==> config.mk <==
export PLATFORM = sky130hd
export DESIGN_NAME = split_sample_gen
export DESIGN_NICKNAME = d
export VERILOG_FILES = /design/src/rtl/split_sample_gen.sv
export SDC_FILE = /design/constraint.sdc
export NUM_CORES = 1
export LEC_CHECK = 0
export CAP_MARGIN = 20
export CORE_UTILIZATION = 46
export CTS_BUF_LIST = sky130_fd_sc_hd__clkbuf_4
export DETAILED_ROUTE_END_ITERATION = 12
export PLACE_DENSITY = 0.79
export REMOVE_ABC_BUFFERS = 1
export SETUP_SLACK_MARGIN = 0.2
export SYNTH_ARGS = -nofsm -noshare
export SYNTH_HDL_FRONTEND = slang
export SYNTH_SLANG_ARGS = --single-unit
==> constraint.sdc <==
create_clock -name clk -period 1.7 [get_ports clk]
set_input_delay 0.425 -clock clk [delete_from_list [all_inputs] [get_ports clk]]
set_output_delay 0.425 -clock clk [all_outputs]
set_load 0.01 [all_outputs]
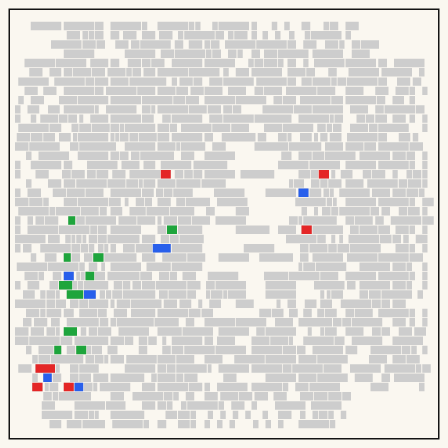
Fig. 1. Logic cells by family (run 1).
xor and xnor cells -> red  # cells 6
non-inverting ao/oa cells -> blue  # cells 6
and/or cells -> green  # cells 10
combinational share of cell area: 25.37%
highest-count logic cell in the final layout: dfrtp_1

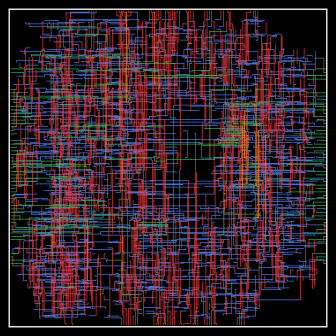
Fig. 2. Metal layers overlaid (run 1).
M1 -> blue  # wire length 9410 um
M2 -> red  # wire length 11200 um
M3 -> green  # wire length 1690 um
M4 -> orange  # wire length 568 um
DR vias: 5824
Avg WL per Cell: 21.90 um
Tot GR Track Use: 26.69%

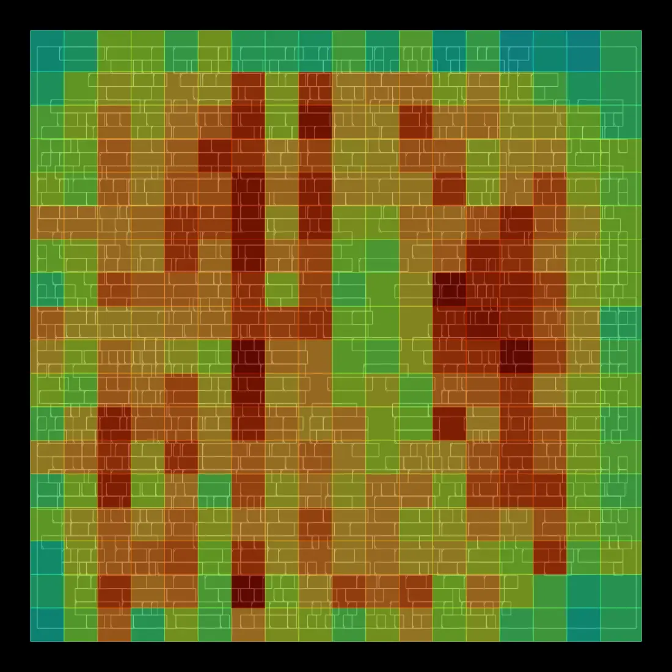
Fig. 3. Routing congestion map (run 1).
most crowded layer after global routing: met2
Util after Layout: 75.40%
met2 usage in global routing: 44.08%

==> flow_metrics.py <==
# Flow results
metrics = {
    "synth": {
        "netlist.area_leader.share_pct": 61.80,
        "synth.top_cells.by_count": "174 x dfrtp_1, 98 x mux2_2, 34 x inv_1",
        "synth_cell_types": 47,
        "ys_seq_elements": 175,
        "ys_cells": 498,
        "ys_seq_share_pct": 62.17,
        "syn_area_per_cell_um2": 14.15,
        "async_flop_share_pct": 100.0,
        "yosysMostFrequentCell": "dfrtp_1",
        "syn_inst": 498,
        "largest_area_cell": "dfrtp_1",
        "synth-edff-count": 0,
        "ys_warn_count": 0,
        "topCellsByArea": "dfrtp_1 62%, mux2_2 16%, mux2_1 5.0%",
        "ys_area_mm2": 0.007046,
        "ff_type": "dfrtp_1",
        "syn_area_mm2": 0.007046,
    },
    "routing": {
        "drtIter0Drc": 488,
        "wl_met1_mm": 9.409,
        "routed.top_layer": "met4",
        "dr.pass1.iters": 5,
        "remaining_drc_errors": 0,
        "antenna_left": 0,
        "viasPerCell": 5.568,
        "wl_met3_mm": 1.688,
        "drt-total-wl_mm": 22.90,
        "wl_met2_mm": 11.24,
    },
    "critical_path": {
        "rr_worst_depth": 4,
        "crit_family": "simple AND/OR/NAND/NOR gates",
        "crit_chain": "or4b_4, and2_4, o21bai_4, a21o_1",
        "critPathBufInv": 0,
        "required_ns": 2.19,
        "cpMaxStageDelayCell": "or4b_4",
        "r2r_slack_ns": -0.07,
        "crit_fanout": 8,
        "slowest_delay_ns": 0.61,
        "endpoint_kind": "register",
        "crit_cells": 4,
        "critPathKind": "reg -> reg",
        "cp.arrival_ns": 2.26,
        "cp-start-kind": "register",
    },
    "layout": {
        "n_all_buffers": 364,
        "layout.cells.non_filler": 1046,
        "syn_to_final_growth_pct": 57.89,
        "clk_share_pct": 2.936,
        "regArea_mm2": 0.004389,
        "layout.area.comb_mm2": 0.002823,
        "largest_cell_class": "registers",
        "postLayoutCellArea_mm2": 0.01112,
        "final_cell_mix": "167 x dfrtp_1, 136 x buf_4, 115 x buf_2",
        "buffer_area_share_pct": 29.02,
        "n_clock_buffer": 18,
        "diodes": 0,
        "seq_share_pct": 39.46,
        "flop-count": 175,
        "num-nets-final": 889,
        "fillers": 891,
        "num-multi-input-gates": 257,
        "num-nonclk-inverters": 34,
        "drive_gt1_share_pct": 61.37,
    },
    "clock_tree": {
        "cts.sinks": 175,
        "path_clk_slew_ns": 0.15,
        "cts_max_path_buffers": 2,
        "cts-root-buf": "clkbuf_4",
        "cts-htree-levels": 4,
        "cts_tree": "done",
        "cts_buffers": 17,
        "worstSkewPairLatency_ns": 0.59,
        "post_cts_buffers": 78,
        "cts_hold_repair.buffers": 1,
        "cts_resized": 664,
    },
    "flow_run": {
        "maxCapViolCount": 0,
        "warnings": 28,
    },
    "power_and_ir_drop": {
        "comb_power_share_pct": 54.7,
        "p_int_mw": 14.68,
        "netSwitchingPower_mw": 8.057,
        "powerDensity_mw_per_mm2": 2044,
        "p_total_mw": 22.74,
        "clockPowerShare_pct": 11.7,
        "p_seq_share_pct": 33.6,
        "swShare_pct": 35.44,
        "p_leak_nw": 5.546,
        "irDropWorstVdd_v": 0.001043,
    },
    "floorplan": {
        "num_io_pins": 177,
        "tap-cell-count": 184,
        "die_h_um": 125.8,
        "num_rows": 44,
        "fp.dieW_um": 125.8,
        "die-area_mm2": 0.01582,
        "core_mm2": 0.01475,
        "fp_util_pct": 47.75,
    },
    "sta": {
        "period_needed_ns": 1.770,
        "skew_ns": 0.02091,
        "period_used_pct": 104.1,
        "maxSlewViolCount": 0,
        "whs_ns": 0.2735,
        "finalWorstSetupSlack_ns": -0.07048,
        "max_slew.worst_pin.slew_ns": 0.5408,
        "slew_headroom_pct": 63.62,
        "hold_viol": 0,
        "rsz0062_at_grt": "true",
        "setup-violations-final": 80,
        "max_clock_freq_mhz": 564.8,
        "setup_tns_ns": -1.541,
    },
    "global_route": {
        "grt_max_degree": 46,
        "gr-total-overflow": 0,
        "use_met1_pct": 34.60,
        "antenna_found_initial": 0,
        "grt_use_met3_pct": 6.797,
        "grt_pass1_wl_mm": 31.89,
        "grt_pass1_vias": 5762,
    },
    "place": {
        "gp_congestion": 0.8295,
        "placed_cells": 877,
        "dpl-instance-area_mm2": 0.009375,
        "port_buffers": 176,
        "place_ws_ns": -0.4571,
        "hpwlAfterDp_mm": 11.98,
    },
    "status": {
        "violations": "setup timing",
        "status": "complete, but fails checks",
    },
    "hold_path": {
        "hp-class": "in -> async",
    },
}
==> run 1: cells by family (layout without fill, tap and decap cells) <==
group | Yosys count | count (layout) | share of synthesized area, %
simple gates | 53 | 53 | 4.369
fa+ha+maj | 2 | 2 | 0.3551
flops | 175 | 175 | 62.17
mux | 129 | 129 | 20.62
xor+xnor | 6 | 6 | 0.7459
buf+inv | 66 | 430 | 4.138
compound gates | 67 | 67 | 7.601
==> run 1: power by group through the flow <==
stage	combinational, mW	clock [mW]	sequential (mW)
after floorplan	3.38	0	7.98
after global placement	8.28	0	7.57
after detailed placement	8.54	0	7.70
after CTS	10.5	2.67	7.49
after global routing	13.1	2.87	7.83
final	12.4	2.67	7.63
Power figures rest on the tool's default switching activity, not on a simulated workload.
